## config.mk

```make
export PLATFORM = sky130hd
export DESIGN_NAME = mm_master
export DESIGN_NICKNAME = d
export VERILOG_FILES = /design/src/rtl/mm_master.sv
export SDC_FILE = /design/constraint.sdc
export NUM_CORES = 1
export LEC_CHECK = 0
export ABC_AREA = 1
export ABC_CLOCK_PERIOD_IN_PS = 2300
export CORE_ASPECT_RATIO = 1.25
export CORE_UTILIZATION = 43
export DETAILED_ROUTE_END_ITERATION = 8
export PLACE_DENSITY = 0.91
export SETUP_SLACK_MARGIN = 0.02
export SYNTH_ARGS = -nofsm -noshare
export SYNTH_HDL_FRONTEND = slang
export SYNTH_SLANG_ARGS = --single-unit
```

## constraint.sdc

```tcl
create_clock -name clk -period 2.3 [get_ports clk]
set_clock_uncertainty 0.2 [all_clocks]
set_input_delay 0.23 -clock clk [delete_from_list [all_inputs] [get_ports clk]]
set_output_delay 0.23 -clock clk [all_outputs]
set_load 0.03 [all_outputs]
```

## src/rtl/mm_master.sv

```systemverilog
// Avalon-MM initiator: turns a valid/ready command stream into single read/write transfers with one response per command.
// Optional stall timeout enabled by defining MM_MASTER_TIMEOUT_EN (limit set by TIMEOUT).
`timescale 1ns/1ps
module mm_master #(
  parameter int AW      = 8,
  parameter int DW      = 16,
  parameter int TIMEOUT = 255
) (
  input  logic          clk,
  input  logic          rst_n,
  input  logic          cmd_valid,
  output logic          cmd_ready,
  input  logic          cmd_write,
  input  logic [AW-1:0] cmd_address,
  input  logic [DW-1:0] cmd_writedata,
  output logic          rsp_valid,
  output logic          rsp_write,
  output logic [DW-1:0] rsp_readdata,
  output logic          rsp_error,
  output logic [AW-1:0] address,
  output logic          read,
  output logic          write,
  output logic [DW-1:0] writedata,
  input  logic [DW-1:0] readdata,
  input  logic          waitrequest
);

  typedef enum logic [0:0] {IDLE, BUSY} state_t;

  state_t        state_reg, state_next;
  logic [AW-1:0] address_next;
  logic [DW-1:0] writedata_next;
  logic          read_next, write_next;
  logic          rsp_valid_next, rsp_write_next;
  logic [DW-1:0] rsp_readdata_next;
  logic          done, abort, accept;

  assign done = (state_reg == BUSY) && !waitrequest;

`ifdef MM_MASTER_TIMEOUT_EN
  localparam int CW = (TIMEOUT < 2) ? 1 : $clog2(TIMEOUT + 1);

  logic [CW-1:0] stall_cnt_reg, stall_cnt_next;
  logic          rsp_error_reg;

  // Abort on the stall cycle that would bring the count up to TIMEOUT.
  assign abort     = (state_reg == BUSY) && waitrequest && (stall_cnt_reg == CW'(TIMEOUT - 1));
  assign rsp_error = rsp_error_reg;

  always_comb begin
    stall_cnt_next = stall_cnt_reg;
    if (accept)
      stall_cnt_next = '0;
    else if ((state_reg == BUSY) && waitrequest)
      stall_cnt_next = stall_cnt_reg + 1'b1;
  end

  always_ff @(posedge clk or negedge rst_n) begin
    if (!rst_n) begin
      stall_cnt_reg <= '0;
      rsp_error_reg <= 1'b0;
    end else begin
      stall_cnt_reg <= stall_cnt_next;
      rsp_error_reg <= abort;
    end
  end
`else
  assign abort     = 1'b0;
  assign rsp_error = 1'b0;
`endif

  // Ready during a completion lets the next command load in the same edge (back-to-back).
  assign cmd_ready = (state_reg == IDLE) || done;
  assign accept    = cmd_valid && cmd_ready;

  always_comb begin
    state_next     = state_reg;
    address_next   = address;
    writedata_next = writedata;
    read_next      = read;
    write_next     = write;
    case (state_reg)
      IDLE: begin
        if (accept) begin
          address_next   = cmd_address;
          writedata_next = cmd_writedata;
          read_next      = !cmd_write;
          write_next     = cmd_write;
          state_next     = BUSY;
        end
      end
      BUSY: begin
        if (done) begin
          if (cmd_valid) begin
            address_next   = cmd_address;
            writedata_next = cmd_writedata;
            read_next      = !cmd_write;
            write_next     = cmd_write;
          end else begin
            read_next  = 1'b0;
            write_next = 1'b0;
            state_next = IDLE;
          end
        end else if (abort) begin
          read_next  = 1'b0;
          write_next = 1'b0;
          state_next = IDLE;
        end
      end
      default: begin
        read_next  = 1'b0;
        write_next = 1'b0;
        state_next = IDLE;
      end
    endcase
  end

  always_comb begin
    rsp_valid_next    = done || abort;
    rsp_write_next    = (done || abort) ? write : rsp_write;
    rsp_readdata_next = (done && read) ? readdata : rsp_readdata;
  end

  always_ff @(posedge clk or negedge rst_n) begin
    if (!rst_n) begin
      state_reg    <= IDLE;
      address      <= '0;
      writedata    <= '0;
      read         <= 1'b0;
      write        <= 1'b0;
      rsp_valid    <= 1'b0;
      rsp_write    <= 1'b0;
      rsp_readdata <= '0;
    end else begin
      state_reg    <= state_next;
      address      <= address_next;
      writedata    <= writedata_next;
      read         <= read_next;
      write        <= write_next;
      rsp_valid    <= rsp_valid_next;
      rsp_write    <= rsp_write_next;
      rsp_readdata <= rsp_readdata_next;
    end
  end

endmodule

```

### Nets reached from selected ports, run 1

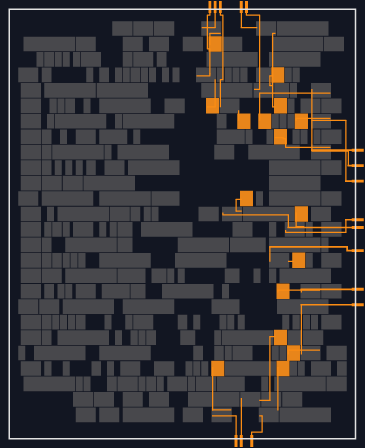
orange -> readdata  # direction input, edge 8 right, 5 top, 3 bottom, end cells 16, buffers 16, wire 328 microns
io pins: 91
Port Buffers: 89

### The metal 2 layer, run 1

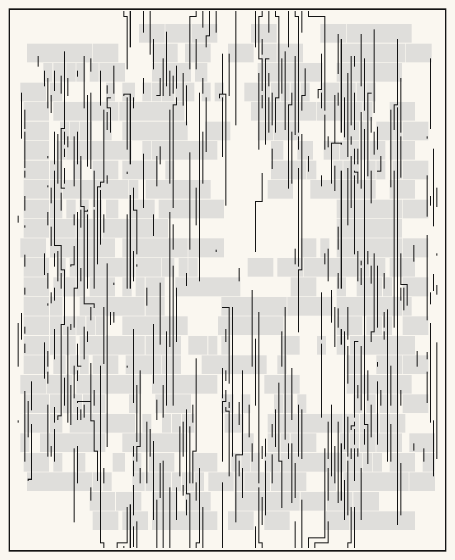
main direction = vertical
nets with wire on the layer = 273
longest straight run = 58.1 microns
wire length on this layer = 2,390 microns
share of all routed wire = 54%

### Placement by cell class, run 1

Fill, decap, tap and diode cells in gray.
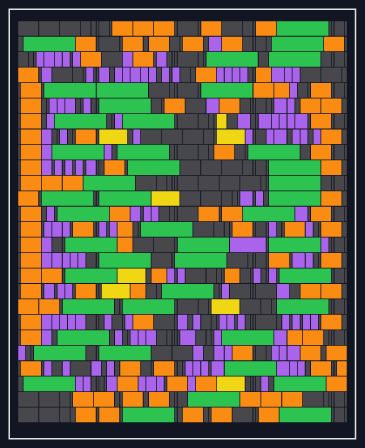
yellow -> clock drivers and dummy loads  # cells 8, share of their area 3.6%
green -> registers  # cells 45, share of their area 40%
orange -> remaining buffers and delay cells  # cells 98, share of their area 34%
purple -> remaining logic cells  # cells 140, share of their area 22%

-- run 1: cell families after synthesis --
group,Yosys count,share of synthesized area
DFF,45,0.609
buffers and inverters,19,0.0663
and+or+nand+nor,135,0.323
other,1,0.00203
-- run 1: worst max-delay path by stage --
stage	depth (start not counted)	from	endpoint	slack (ps)
after floorplan	5	read	rsp_readdata[10]	940
after global placement	3	waitrequest	cmd_ready	290
after detailed placement	3	waitrequest	cmd_ready	290
after CTS	3	waitrequest	cmd_ready	280
after global routing	3	waitrequest	cmd_ready	270
final	3	waitrequest	cmd_ready	290
-- run 1: power groups by stage --
stage	Sequential [uW]	Combinational (uW)	Clock (uW)
after floorplan	1310	184	0
after global placement	1020	870	0
after detailed placement	1030	890	0
after CTS	1010	894	534
after global routing	1030	952	568
final	1010	885	519
==> flow_metrics.tcl, run 1 <==
# place-and-route summary
set metrics [dict create \
    outcome "complete, no violations" \
    gp_congestion 0.694 \
    hold_depth 2 \
    edf_count 0 \
    drt_iter0_drc 86 \
    fin_area_sq_um 2870 \
    clock_area_frac 0.0353 \
    yosysWarnings 0 \
    layout.cells.non_filler 347 \
    maxSlewViolCount 0 \
    fin_crit_sh 0.876 \
    cts.sinks 45 \
    placed_area_sq_um 2760 \
    bufAreaShareNonClock 0.333 \
    setup_viol 0 \
    final-comb-area_sq_um 602 \
    whs_ps 273 \
    track_usage 0.210 \
    die_y_microns 75.3 \
    synth_cell_type_count 12 \
    largest_area_cell "dfrtp_1" \
    yosysTopAreaCellShare 0.609 \
    wl_met3_microns 288 \
    swShare 0.346 \
    met1_usage 0.231 \
    grt_pass1_vias 1645 \
    inverters 4 \
    initCoreUtil 0.451 \
    cp-end-kind "output pin" \
    holdBufCountCts 1 \
    largest_cell_class "flip-flops and latches" \
    dp.cells 338 \
    grt_pass1_wl_microns 7060 \
    crit_chain "clkdlybuf4s50_1, nand2_1, clkdlybuf4s50_1" \
    power_density_nw_per_um2 842 \
    whs_endpoint "address[1]" \
    rows 26 \
    seqPwrFrac 0.419 \
    power.total_uw 2420 \
    ys_chip_area_sq_um 1850 \
    cts_tree "done" \
    place_ws_ps 292 \
    drt-pass1-iter-count 7 \
    required_ps 1870 \
    ys_seq_frac 0.609 \
    cts_root_buf "clkbuf_8" \
    worst_slew_pin_slew_ps 887 \
    signal_buffers 98 \
    power.leakage_uw 0.00140 \
    cap_violations 0 \
    reg2regPathDepth 6 \
    cts_buffers 5 \
    highest_layer "met4" \
    syn_nets 245 \
    met3_usage 0.0594 \
    met1_length_microns 1730 \
    layout_min_cycle_time_ps 2010 \
    overflow 0 \
    crit_path_frequent_cell "clkdlybuf4s50_1" \
    num_vias 1685 \
    min_path_type "flop to flop" \
    synthTopCellsByCount "nand2_1, dfrtp_1, nand3_1" \
    synthToLayoutAreaGrowth_pct 55.1 \
    crit_buf_inv 2 \
    seq-cell-share 0.392 \
    layout.cells.most_common "nand2_1" \
    ff_type "dfrtp_1" \
    warnings 26 \
    rsz0062_at_grt "false" \
    critical_path.max_stage_delay_ps 710 \
    yosys_cells 200 \
    drc 0 \
    combPwrFrac 0.366 \
    p_clk_frac 0.215 \
    fill_cells 340 \
    switchingPower_uw 836 \
    worstSkewPairLatency_ps 290 \
    start_kind "input port" \
    antenna_found_initial 0 \
    r2r_start "state_reg" \
    tapCellCount 56 \
    rr_endpoint "writedata[1]" \
    flop-count 45 \
    clk_pin_slew_ps 80 \
    use_met2 0.386 \
    top_regs "rsp_readdata (16), writedata (16), address (8)" \
    cts_resized 0 \
    final.setup.tns_ps 0 \
    ant_nets 0 \
    clockBufferCount 7 \
    synth_area_per_cell_sq_um 9.25 \
    p_int_uw 1580 \
    vias_per_cell 4.86 \
    cts_max_level 2 \
    worst-path-max-fanout 5 \
    slowest_stage "clkdlybuf4s50_1" \
    synth-seq-cells 45 \
    timing.slew.headroom 0.408 \
    path_class "input port to output pin" \
    cp_data_arrival_time_ps 1580 \
    die_w_microns 60.7 \
    postCtsSetupBuffers 0 \
    dieArea_sq_um 4570 \
    diodes 0 \
    wire_per_inst_microns 12.8 \
    syn_area_sq_um 1850 \
    ff2ff_setup_slack_ps 710 \
    crit_family "buffers and inverters" \
    logic_gate_count 136 \
    coreArea_sq_um 4100 \
    topCellsByArea "dfrtp_1, nand2_1, nand3_1" \
    drive_gt1_frac 0.0653 \
    hold_viol 0 \
    ff_latch_area_sq_um 1130 \
    cts_max_path_buffers 2 \
    hpwl_microns 3210 \
    nets 335 \
    worst_slack_ps 286 \
    totalWireLength_microns 4450 \
    min-delay-start "address[1]" \
    peakVddDrop_v 0.000472 \
    syn_inst 200 \
    gr-max-usage-layer "met2" \
    sh_comb_area 0.210 \
    fmax_mhz 496 \
    async_reset_ff_frac 1.00 \
    final_cell_mix "nand2_1, clkdlybuf4s50_1, dfrtp_1" \
    grt_max_degree 42 \
    wl_met2_microns 2390 \
    finish.utilization 0.700 \
    most_common_cell "nand2_1" \
]
--- run 2 (diff from run 1) ---
--- a/config.mk
+++ b/config.mk
@@ -7,6 +7,7 @@
 export LEC_CHECK = 0
 export ABC_AREA = 1
 export ABC_CLOCK_PERIOD_IN_PS = 2300
+export CAP_MARGIN = 20
 export CORE_ASPECT_RATIO = 1.25
 export CORE_UTILIZATION = 43
 export DETAILED_ROUTE_END_ITERATION = 8
### Placement by cell class, run 2

Fill, decap, tap and diode cells in gray.
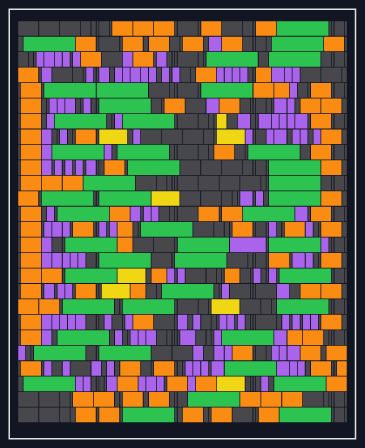
orange -> remaining buffers and delay cells  # cells 98, share of their area 34%
purple -> remaining logic cells  # cells 140, share of their area 22%
green -> registers  # cells 45, share of their area 40%
yellow -> clock drivers and dummy loads  # cells 8, share of their area 3.6%
core area: 4100 sq um
Final Util: 0.700
Final Cell Area: 2870 sq um
# rows: 26

### Nets reached from selected ports, run 2

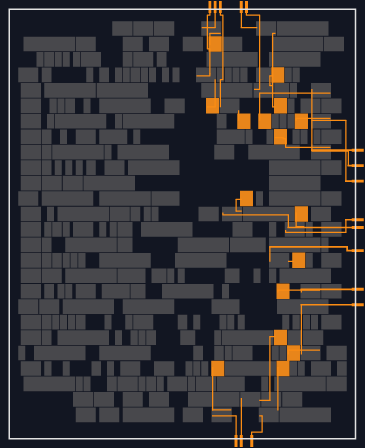

==> flow_metrics.tcl, run 2 <==
# place-and-route summary
set metrics [dict create \
    required_ps 1870 \
    layout_min_cycle_time_ps 2010 \
    ys_seq_frac 0.609 \
    die_w_microns 60.7 \
    slowest_stage "clkdlybuf4s50_1" \
    synth_area_per_cell_sq_um 9.25 \
    most_common_cell "nand2_1" \
    ant_nets 0 \
    crit_chain "clkdlybuf4s50_1, nand2_1, clkdlybuf4s50_1" \
    drt-pass1-iter-count 7 \
    syn_nets 245 \
    combinationalPower_uw 885 \
    setup_viol 0 \
    syn_area_sq_um 1850 \
    cts_tree "done" \
    ff_latch_area_sq_um 1130 \
    pg_clk_uw 519 \
    aoi_share 0 \
    final-comb-area_sq_um 602 \
    reg2regPathDepth 6 \
    largest_area_cell "dfrtp_1" \
    yosysTopAreaCellShare 0.609 \
    power_density_nw_per_um2 842 \
    ys_sh_xor 0 \
    start_kind "input port" \
    antenna_found_initial 0 \
    synthTopCellsByCount "nand2_1, dfrtp_1, nand3_1" \
    dp.cells 338 \
    nets 335 \
    worstSkewPairLatency_ps 290 \
    warnings 26 \
    ff2ff_setup_slack_ps 710 \
    rsz0062_at_grt "false" \
    fmax_mhz 496 \
    simple_gate_area_frac 0.323 \
    ys_chip_area_sq_um 1850 \
    cap_violations 0 \
    ff_type "dfrtp_1" \
    drive_gt1_frac 0.0653 \
    overflow 0 \
    layout.cells.most_common "nand2_1" \
    cts_max_level 2 \
    min_path_type "flop to flop" \
    drt_iter0_drc 86 \
    powerSeq_uw 1010 \
    maxSlewViolCount 0 \
    power.total_uw 2420 \
    grt_max_degree 42 \
    edf_count 0 \
    drc 0 \
    swShare 0.346 \
    diodes 0 \
    synth-seq-cells 45 \
    initCoreUtil 0.451 \
    dieArea_sq_um 4570 \
    hold_depth 2 \
    adder_share 0 \
    cts_max_path_buffers 2 \
    cp-end-kind "output pin" \
    fin_crit_sh 0.876 \
    track_usage 0.210 \
    top_regs "rsp_readdata (16), writedata (16), address (8)" \
    syn_inst 200 \
    power_leader "sequential cells" \
    p_clk_frac 0.215 \
    synthToLayoutAreaGrowth_pct 55.1 \
    rr_endpoint "writedata[1]" \
    worst-path-max-fanout 5 \
    switchingPower_uw 836 \
    min-delay-start "address[1]" \
    path_class "input port to output pin" \
    hpwl_microns 3210 \
    clk_pin_slew_ps 80 \
    whs_endpoint "address[1]" \
    die_y_microns 75.3 \
    combPwrFrac 0.366 \
    mux_area_frac 0 \
    power.leakage_uw 0.00140 \
    cts.sinks 45 \
    crit_path_frequent_cell "clkdlybuf4s50_1" \
    peakVddDrop_v 0.000472 \
    vias_per_cell 4.86 \
    synth_cell_type_count 12 \
    fill_cells 340 \
    yosys_cells 200 \
    critical_path.max_stage_delay_ps 710 \
    placed_area_sq_um 2760 \
    worst_slew_pin_slew_ps 887 \
    cts_buffers 5 \
    p_int_uw 1580 \
    hold_viol 0 \
    worst_slack_ps 286 \
    layout.cells.non_filler 347 \
    holdBufCountCts 1 \
    final_cell_mix "nand2_1, clkdlybuf4s50_1, dfrtp_1" \
    cp_data_arrival_time_ps 1580 \
    seqPwrFrac 0.419 \
    endpoint "cmd_ready" \
    postCtsSetupBuffers 0 \
    ios 91 \
    grt_pass1_wl_microns 7060 \
    cp-startpoint "waitrequest" \
    async_reset_ff_frac 1.00 \
    final.setup.tns_ps 0 \
    cts_resized 0 \
    place_ws_ps 292 \
    grt_pass1_vias 1645 \
    cts_root_buf "clkbuf_8" \
    timing.slew.headroom 0.408 \
    yosysWarnings 0 \
    whs_ps 273 \
    wire_per_inst_microns 12.8 \
    topCellsByArea "dfrtp_1, nand2_1, nand3_1" \
    logic_family "simple AND/OR/NAND/NOR gates" \
    outcome "complete, no violations" \
    gp_congestion 0.694 \
    port_buffers 89 \
    r2r_start "state_reg" \
]
### M3 wires, run 2

The bar under the picture is 20 microns long.
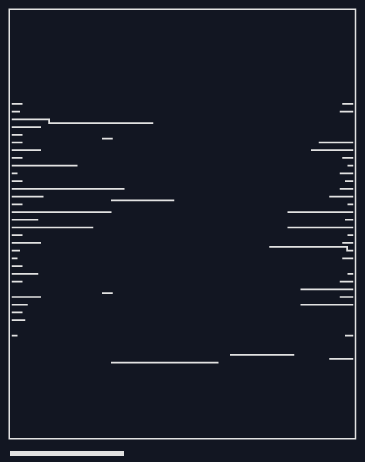
main direction = horizontal
nets with wire on the layer = 56
share of all routed wire = 6.5%
via count: 1,685
routed wire length: 4450 microns
met3 usage: 0.0594

run 2: cell counts in the layout (fill, tap and decap cells not counted):
Identical to the previous run, type by type.
run 2: worst max-delay path, delay by kind of cell:
| kind | cells | cell delay, ps |
|---|---|---|
| buffers and inverters | 2 | 1160 |
| and+or+nand+nor | 1 | 190 |
run 2: area by class of cell:
type | count | area share
inverter | 4 | 0.00523
clock inverter | 1 | 0.00174
sequential | 45 | 0.392
timing repair buffer | 98 | 0.333
clock buffer | 7 | 0.0336
multi-input combinational | 136 | 0.210
tap | 56 | 0.0244
run 2: metal layers:
metal | vias to the layer above | routed length [microns] | track usage
met5 | - | 0 | 0
met4 | 0 | 39 | 0.0682
met2 | 60 | 2390 | 0.386
li1 | 822 | - | -
met1 | 799 | 1730 | 0.231
met3 | 4 | 288 | 0.0594
--- run 3 (diff from run 2) ---
--- a/config.mk
+++ b/config.mk
@@ -10,6 +10,7 @@
 export CAP_MARGIN = 20
 export CORE_ASPECT_RATIO = 1.25
 export CORE_UTILIZATION = 43
+export CTS_CLUSTER_DIAMETER = 120
 export DETAILED_ROUTE_END_ITERATION = 8
 export PLACE_DENSITY = 0.91
 export SETUP_SLACK_MARGIN = 0.02
### Placement view, run 3

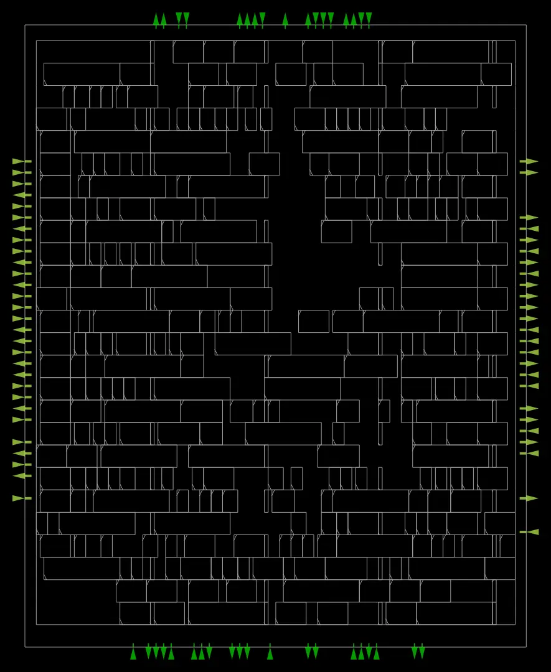
# Taps: 56
Seq area share: 0.392
FILL cells: 340

### Nets reached from selected ports, run 3

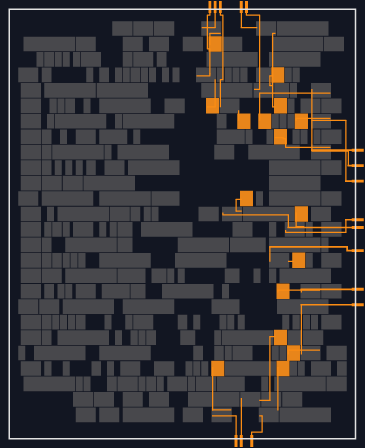
orange -> readdata  # direction input, edge 8 right, 5 top, 3 bottom, end cells 16, buffers 16, wire 328 microns

==> flow_metrics.tcl, run 3 <==
# place-and-route summary
set metrics [dict create \
    cts.sinks 45 \
    holdBufCountCts 1 \
    min_path_type "flop to flop" \
    cts_root_buf "clkbuf_8" \
    edf_count 0 \
    gr-max-usage-layer "met2" \
    finish.utilization 0.700 \
    power.leakage_uw 0.00140 \
    wire_per_inst_microns 12.8 \
    gp_congestion 0.694 \
    hold_viol 0 \
    largest_cell_class "flip-flops and latches" \
    cap_violations 0 \
    ios 91 \
    grt_max_degree 42 \
    hpwl_microns 3210 \
    worst_slew_pin_slew_ps 887 \
    yosysTopAreaCellShare 0.609 \
    layout.cells.non_filler 347 \
    logic_gate_count 136 \
    fmax_mhz 496 \
    vias_per_cell 4.86 \
    crit_chain "clkdlybuf4s50_1, nand2_1, clkdlybuf4s50_1" \
    ant_nets 0 \
    syn_nets 245 \
    crit_path_frequent_cell "clkdlybuf4s50_1" \
    sh_comb_area 0.210 \
    synthToLayoutAreaGrowth_pct 55.1 \
    ff_type "dfrtp_1" \
    fin_area_sq_um 2870 \
    place_ws_ps 292 \
    crit_family "buffers and inverters" \
    final.setup.tns_ps 0 \
    bufAreaShareNonClock 0.333 \
    power.total_uw 2420 \
    critical_path.max_stage_delay_ps 710 \
    clock_area_frac 0.0353 \
    yosysWarnings 0 \
    peakVddDrop_v 0.000472 \
    worstSkewPairLatency_ps 290 \
    required_ps 1870 \
    synth-seq-cells 45 \
    placed_area_sq_um 2760 \
    cp-end-kind "output pin" \
    inverters 4 \
    cts_max_level 2 \
    maxSlewViolCount 0 \
    rows 26 \
    cts_buffers 5 \
    cp_data_arrival_time_ps 1580 \
    postCtsSetupBuffers 0 \
    use_met2 0.386 \
    clockBufferCount 7 \
    syn_inst 200 \
    coreArea_sq_um 4100 \
    diodes 0 \
    wl_met2_microns 2390 \
    signal_buffers 98 \
    final_cell_mix "nand2_1, clkdlybuf4s50_1, dfrtp_1" \
    most_common_cell "nand2_1" \
    flop-count 45 \
    track_usage 0.210 \
    outcome "complete, no violations" \
    grt_pass1_vias 1645 \
    met1_length_microns 1730 \
    setup_viol 0 \
    highest_layer "met4" \
    yosys_cells 200 \
    whs_ps 273 \
    met3_usage 0.0594 \
    met1_usage 0.231 \
    drive_gt1_frac 0.0653 \
    grt_pass1_wl_microns 7060 \
    cts_tree "done" \
    power_density_nw_per_um2 842 \
    crit_buf_inv 2 \
    adder_share 0 \
    logic_family "simple AND/OR/NAND/NOR gates" \
    largest_area_cell "dfrtp_1" \
    slowest_stage "clkdlybuf4s50_1" \
    simple_gate_area_frac 0.323 \
    syn_area_sq_um 1850 \
    cts_max_path_buffers 2 \
    totalWireLength_microns 4450 \
    drt-pass1-iter-count 7 \
    aoi_share 0 \
    start_kind "input port" \
    die_w_microns 60.7 \
    dp.cells 338 \
    ys_seq_frac 0.609 \
    final-comb-area_sq_um 602 \
    synth_cell_type_count 12 \
    layout.cells.most_common "nand2_1" \
    initCoreUtil 0.451 \
    worst_slack_ps 286 \
    ff_latch_area_sq_um 1130 \
    synthTopCellsByCount "nand2_1, dfrtp_1, nand3_1" \
    die_y_microns 75.3 \
    ys_sh_xor 0 \
    port_buffers 89 \
    worst-path-max-fanout 5 \
    drc 0 \
    fin_crit_sh 0.876 \
    dieArea_sq_um 4570 \
    timing.slew.headroom 0.408 \
    synth_area_per_cell_sq_um 9.25 \
    async_reset_ff_frac 1.00 \
    clk_pin_slew_ps 80 \
    rsz0062_at_grt "false" \
    topCellsByArea "dfrtp_1, nand2_1, nand3_1" \
    antenna_found_initial 0 \
    layout_min_cycle_time_ps 2010 \
    cts_resized 0 \
    overflow 0 \
    mux_area_frac 0 \
    wl_met3_microns 288 \
    nets 335 \
    warnings 26 \
    ys_chip_area_sq_um 1850 \
    path_class "input port to output pin" \
    top_regs "rsp_readdata (16), writedata (16), address (8)" \
    num_vias 1685 \
    drt_iter0_drc 86 \
]
### The metal 2 layer, run 3

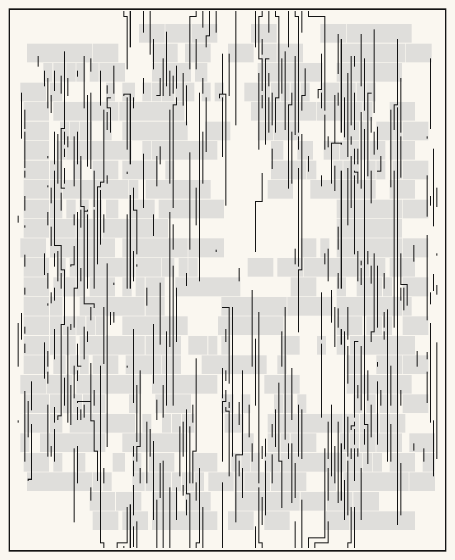
nets with wire on the layer = 273
longest straight run = 58.1 microns
main direction = vertical
share of all routed wire = 54%
wire length on this layer = 2,390 microns

-- run 3: cell counts in the layout (fill, tap and decap cells not counted) --
Identical to the previous run, type by type.
-- run 3: worst paths after layout --
path                                  start          endpoint  slack (ps)  cells after the start
worst max-delay path            waitrequest         cmd_ready         290                      3
worst min-delay path             address[1]        address[1]         270                      2
worst max register to register    state_reg      writedata[1]         710                      6
worst min register to register   address[1]        address[1]         270                      2
max in group asynchronous             rst_n  rsp_readdata[12]         920                      3
min in group asynchronous             rst_n  rsp_readdata[15]         390                      2
-- run 3: power breakdown --
group	total, uW	internal [uW]	switching, uW	leakage [uW]
clock network	519	271	248	0.0000542
logic	885	377	508	0.000788
registers	1010	933	80.2	0.000555
No activity file was given, so power comes from the tool's default toggle rates.
